[config.mk]
export PLATFORM = sky130hd
export DESIGN_NAME = io_stall_ctrl
export DESIGN_NICKNAME = d
export VERILOG_FILES = /design/src/rtl/io_pkg.sv /design/src/rtl/btn_sync_edge.sv /design/src/rtl/io_stall_ctrl.sv
export SDC_FILE = /design/constraint.sdc
export NUM_CORES = 1
export LEC_CHECK = 0
export CORE_ASPECT_RATIO = 1.1
export CORE_MARGIN = 3
export CORE_UTILIZATION = 47
export DETAILED_ROUTE_END_ITERATION = 7
export GPL_TIMING_DRIVEN = 0
export PLACE_DENSITY = 0.89
export RECOVER_POWER = 50
export SYNTH_ARGS = -nofsm -noshare
export SYNTH_HDL_FRONTEND = slang
export SYNTH_SLANG_ARGS = --single-unit
[constraint.sdc]
create_clock -name clk -period 4.1 [get_ports clk]
set_clock_uncertainty 0.15 [all_clocks]
set_input_delay 0.82 -clock clk [delete_from_list [all_inputs] [get_ports clk]]
set_output_delay 0.82 -clock clk [all_outputs]
set_load 0.05 [all_outputs]
[src/rtl/io_pkg.sv]
// ============================================================================
// Module   : io_pkg
// Brief    : Shared widths and FSM state encoding for the I/O stall controller.
// Revision : 1.0 - initial release
// ============================================================================
`default_nettype none

package io_pkg;

  localparam int c_DATA_W = 32;
  localparam int c_SW_W   = 16;

  typedef enum logic [2:0] {
    ST_RUN      = 3'd0,
    ST_WAIT_IN  = 3'd1,
    ST_WAIT_OUT = 3'd2,
    ST_DONE     = 3'd3,
    ST_HALT     = 3'd4
  } state_t;

endpackage

`default_nettype wire

[src/rtl/btn_sync_edge.sv]
// ============================================================================
// Module   : btn_sync_edge
// Brief    : 2-flop synchronizer, optional debounce (IO_STALL_DEBOUNCE_EN) and
//            rising-edge detector producing a one-cycle pulse.
// Revision : 1.0 - initial release
// ============================================================================
`default_nettype none

module btn_sync_edge #(
  parameter int DB_CYCLES = 65535
) (
  input  logic clk,
  input  logic rst_n,
  input  logic btn,
  output logic pulse
);

  logic r_sync1;
  logic r_sync2;
  logic r_prev;
  logic w_level;

  if (DB_CYCLES < 1) begin : g_bad_db_cycles
    $error("DB_CYCLES must be at least 1");
  end

  always_ff @(posedge clk or negedge rst_n) begin
    if (!rst_n) begin
      r_sync1 <= 1'b0;
      r_sync2 <= 1'b0;
    end else begin
      r_sync1 <= btn;
      r_sync2 <= r_sync1;
    end
  end

`ifdef IO_STALL_DEBOUNCE_EN
  localparam int                 c_CNT_W   = $clog2(DB_CYCLES + 1);
  localparam logic [c_CNT_W-1:0] c_CNT_MAX = c_CNT_W'(DB_CYCLES);

  logic [c_CNT_W-1:0] r_cnt;

  // Saturating run-length of high samples; any low sample restarts it.
  always_ff @(posedge clk or negedge rst_n) begin
    if (!rst_n) begin
      r_cnt <= '0;
    end else if (!r_sync2) begin
      r_cnt <= '0;
    end else if (r_cnt != c_CNT_MAX) begin
      r_cnt <= r_cnt + 1'b1;
    end
  end

  assign w_level = (r_cnt == c_CNT_MAX);
`else
  assign w_level = r_sync2;
`endif

  always_ff @(posedge clk or negedge rst_n) begin
    if (!rst_n) begin
      r_prev <= 1'b0;
    end else begin
      r_prev <= w_level;
    end
  end

  assign pulse = w_level & ~r_prev;

endmodule

`default_nettype wire

[src/rtl/io_stall_ctrl.sv]
// ============================================================================
// Module   : io_stall_ctrl
// Brief    : Stalls the PC on I/O instructions until the user confirms; latches
//            switch input and holds display output. Debounce: IO_STALL_DEBOUNCE_EN.
// Revision : 1.0 - initial release
// ============================================================================
`default_nettype none

module io_stall_ctrl
  import io_pkg::*;
#(
  parameter int DATA_W    = c_DATA_W,
  parameter int SW_W      = c_SW_W,
  parameter int DB_CYCLES = 65535
) (
  input  logic              clk,
  input  logic              rst_n,
  input  logic              halt,
  input  logic              inputInst,
  input  logic              outputInst,
  input  logic              confirm_btn,
  input  logic [SW_W-1:0]   switches,
  input  logic [DATA_W-1:0] out_data,
  output logic              pc_en,
  output logic              io_we,
  output logic [DATA_W-1:0] in_data,
  output logic [DATA_W-1:0] display,
  output logic              io_wait,
  output logic              halted
);

  state_t            r_state;
  state_t            w_next;
  logic              w_cfm;
  logic              r_from_in;
  logic [SW_W-1:0]   r_sw_s1;
  logic [SW_W-1:0]   r_sw_s2;
  logic [DATA_W-1:0] r_display;
  logic [DATA_W-1:0] r_in_data;

  btn_sync_edge #(
    .DB_CYCLES (DB_CYCLES)
  ) u_cfm (
    .clk   (clk),
    .rst_n (rst_n),
    .btn   (confirm_btn),
    .pulse (w_cfm)
  );

  always_ff @(posedge clk or negedge rst_n) begin
    if (!rst_n) begin
      r_state <= ST_RUN;
    end else begin
      r_state <= w_next;
    end
  end

  always_comb begin
    w_next  = r_state;
    pc_en   = 1'b0;
    io_we   = 1'b0;
    io_wait = 1'b0;
    halted  = 1'b0;
    case (r_state)
      ST_RUN: begin
        pc_en = ~halt;
        if (inputInst) begin
          w_next = ST_WAIT_IN;
        end else if (outputInst) begin
          w_next = ST_WAIT_OUT;
        end else if (halt) begin
          w_next = ST_HALT;
        end
      end
      ST_WAIT_IN, ST_WAIT_OUT: begin
        io_wait = 1'b1;
        if (w_cfm) begin
          w_next = ST_DONE;
        end
      end
      ST_DONE: begin
        pc_en  = 1'b1;
        io_we  = r_from_in;
        w_next = ST_RUN;
      end
      ST_HALT: begin
        halted = 1'b1;
      end
      default: begin
        w_next = ST_RUN;
      end
    endcase
  end

  // Data registers; the switch bank is synchronized alongside the button so
  // both reach the confirm decision with the same delay.
  always_ff @(posedge clk or negedge rst_n) begin
    if (!rst_n) begin
      r_sw_s1   <= '0;
      r_sw_s2   <= '0;
      r_from_in <= 1'b0;
      r_display <= '0;
      r_in_data <= '0;
    end else begin
      r_sw_s1 <= switches;
      r_sw_s2 <= r_sw_s1;
      if (r_state == ST_RUN) begin
        if (inputInst) begin
          r_from_in <= 1'b1;
        end else if (outputInst) begin
          r_from_in <= 1'b0;
          r_display <= out_data;
        end
      end
      if ((r_state == ST_WAIT_IN) && w_cfm) begin
        r_in_data <= DATA_W'(r_sw_s2);
      end
    end
  end

  assign display = r_display;
  assign in_data = r_in_data;

endmodule

`default_nettype wire

==> impl_metrics.csv <==
group,metric,value,unit
placement,placed_cells,382,
cells_and_area,final-nonclk-buf-share,0.269,
yosys,synthDistinctLibCells,24,
global_route,use_met2,0.275,
power_and_ir_drop,sequentialPowerShare,0.318,
power_and_ir_drop,total_power,4.02,mW
global_route,grt_use_met1,0.198,
yosys,synth-xor-area-share,0.00275,
yosys,area_leaders,"dfrtp_1 68%, mux2_4 14%, mux2_2 6.4%",
cells_and_area,layoutNonFillerInstCount,399,
cells_and_area,comb_cells,86,
yosys,yosysCellCount,181,
floorplan,chipArea,7810,um2
cells_and_area,final-clk-cell-share,0.0490,
clock_tree,ctsResizeCount,0,
cells_and_area,mi_logic_area,876,um2
setup_path,critPathLaunchType,"primary input",
global_route,grt.total_usage,0.164,
placement,port_buffers,105,
floorplan,boundaryPins,122,
power_and_ir_drop,total_leakage_power,2.07,nW
cells_and_area,largest_cell_class,"sequential cells",
placement,dpl_cell_area,4420,um2
setup_path,cpMaxStageDelayCell,"clkdlybuf4s50_1",
power_and_ir_drop,swShare,0.426,
floorplan,die_w,84.6,um
final_timing,setup_violations,0,
final_timing,slew_viol_final,40,
global_route,grt_max_degree,50,
routing,vias_per_cell,4.49,
status,failed_checks,"max-capacitance violations, max-slew violations",
routing,routedWlPerCell,14.9,um
run,drv_cap,1,
status,outcome,"finished with violations",
hold_path,worst_hold_path_type,"reg2reg",
routing,wirelength,5940,um
power_and_ir_drop,p_per_area,869,nW/um2
setup_path,critPathLaunch,"halt",
clock_tree,clk_pin_slew,90,ps
floorplan,tap_cells,80,
routing,drc,0,
cells_and_area,layout.nets,367,
setup_path,r2r_setup_slack,2060,ps
yosys,netlist_area,3190,um2
power_and_ir_drop,switchingPower,1.71,mW
yosys,fa_ha_area_frac,0,
cells_and_area,diodes,1,
cells_and_area,inverters,0,
power_and_ir_drop,pg_clk,0.652,mW
cells_and_area,largest_reg_flops,32,
cells_and_area,postLayoutCellArea,4630,um2
final_timing,rsz0062_at_grt,"false",
clock_tree,cts.path.max_buffers,2,
yosys,compound_area_frac,0.0125,
yosys,synth-main-ff-cell,"dfrtp_1",
yosys,synth_top_area_share,0.682,
cells_and_area,n_fill_cell,443,
setup_path,critPathArrivalTime,2530,ps
setup_path,crit_required,3130,ps
routing,ant_nets,0,
hold_path,hold_depth,0,
yosys,synthTopLogicFamily,"multiplexers",
hold_path,min_to,"u_cfm.r_sync2$_DFF_PN0_",
routing,dr_wl_met3,420,um
power_and_ir_drop,p_int,2.31,mW
routing,wl_met1,2310,um
clock_tree,clkSinkCount,87,
final_timing,holdWs,196,ps
yosys,synthArstFlopShare,1.00,
cells_and_area,layout-drive-gt1-share,0.292,
global_route,met3_usage,0.0489,
setup_path,cp.depth,4,
setup_path,r2r-start,"r_state[1]$_DFFE_PN0P_",
cells_and_area,ff_latch_area,2180,um2
final_timing,period_used_share,0.853,
routing,firstDrtPassIters,4,
cells_and_area,seq_area_frac,0.471,
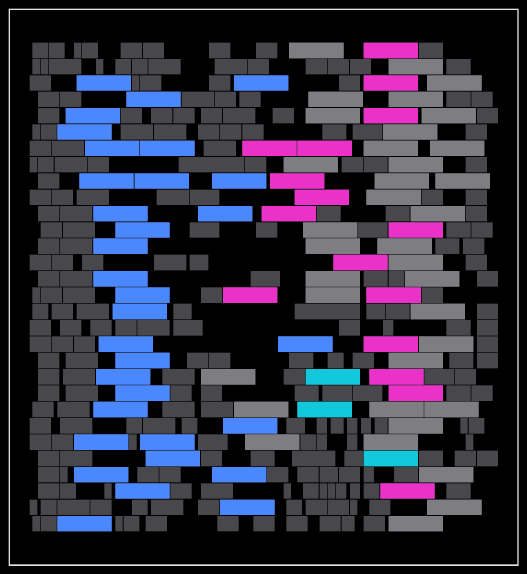
Fig. 1. Where the registers sit.
Drawn at 6 px/um.
- display: blue (placed flops 32)
- r_state: cyan (placed flops 3)
- r_sw_s1: magenta (placed flops 16)
- not colored: 36

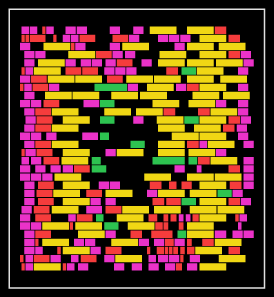
Fig. 2. Placed cells, one color a class.
Drawn at 3 px/um.
- other buffers and delay cells: magenta (cells 129; share of their area 27%)
- clock drivers and dummy loads: green (cells 16; share of their area 5.0%)
- all other logic: red (cells 86; share of their area 19%)
- flip-flops: yellow (cells 87; share of their area 48%)

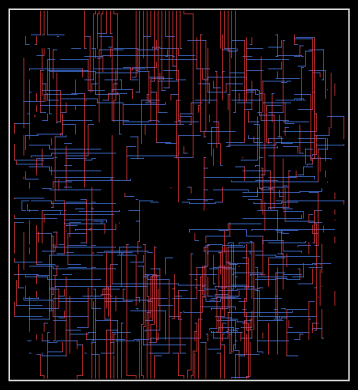
Fig. 3. Metal layers overlaid.
Drawn at 4 px/um. Two of the layers only.
- met1: blue (wire length 2310 um)
- met2: red (wire length 3110 um)

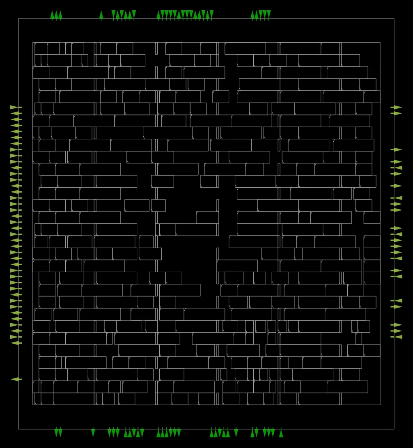
Fig. 4. Placement view.
Finished Core Util: 0.725
Core Rows: 30

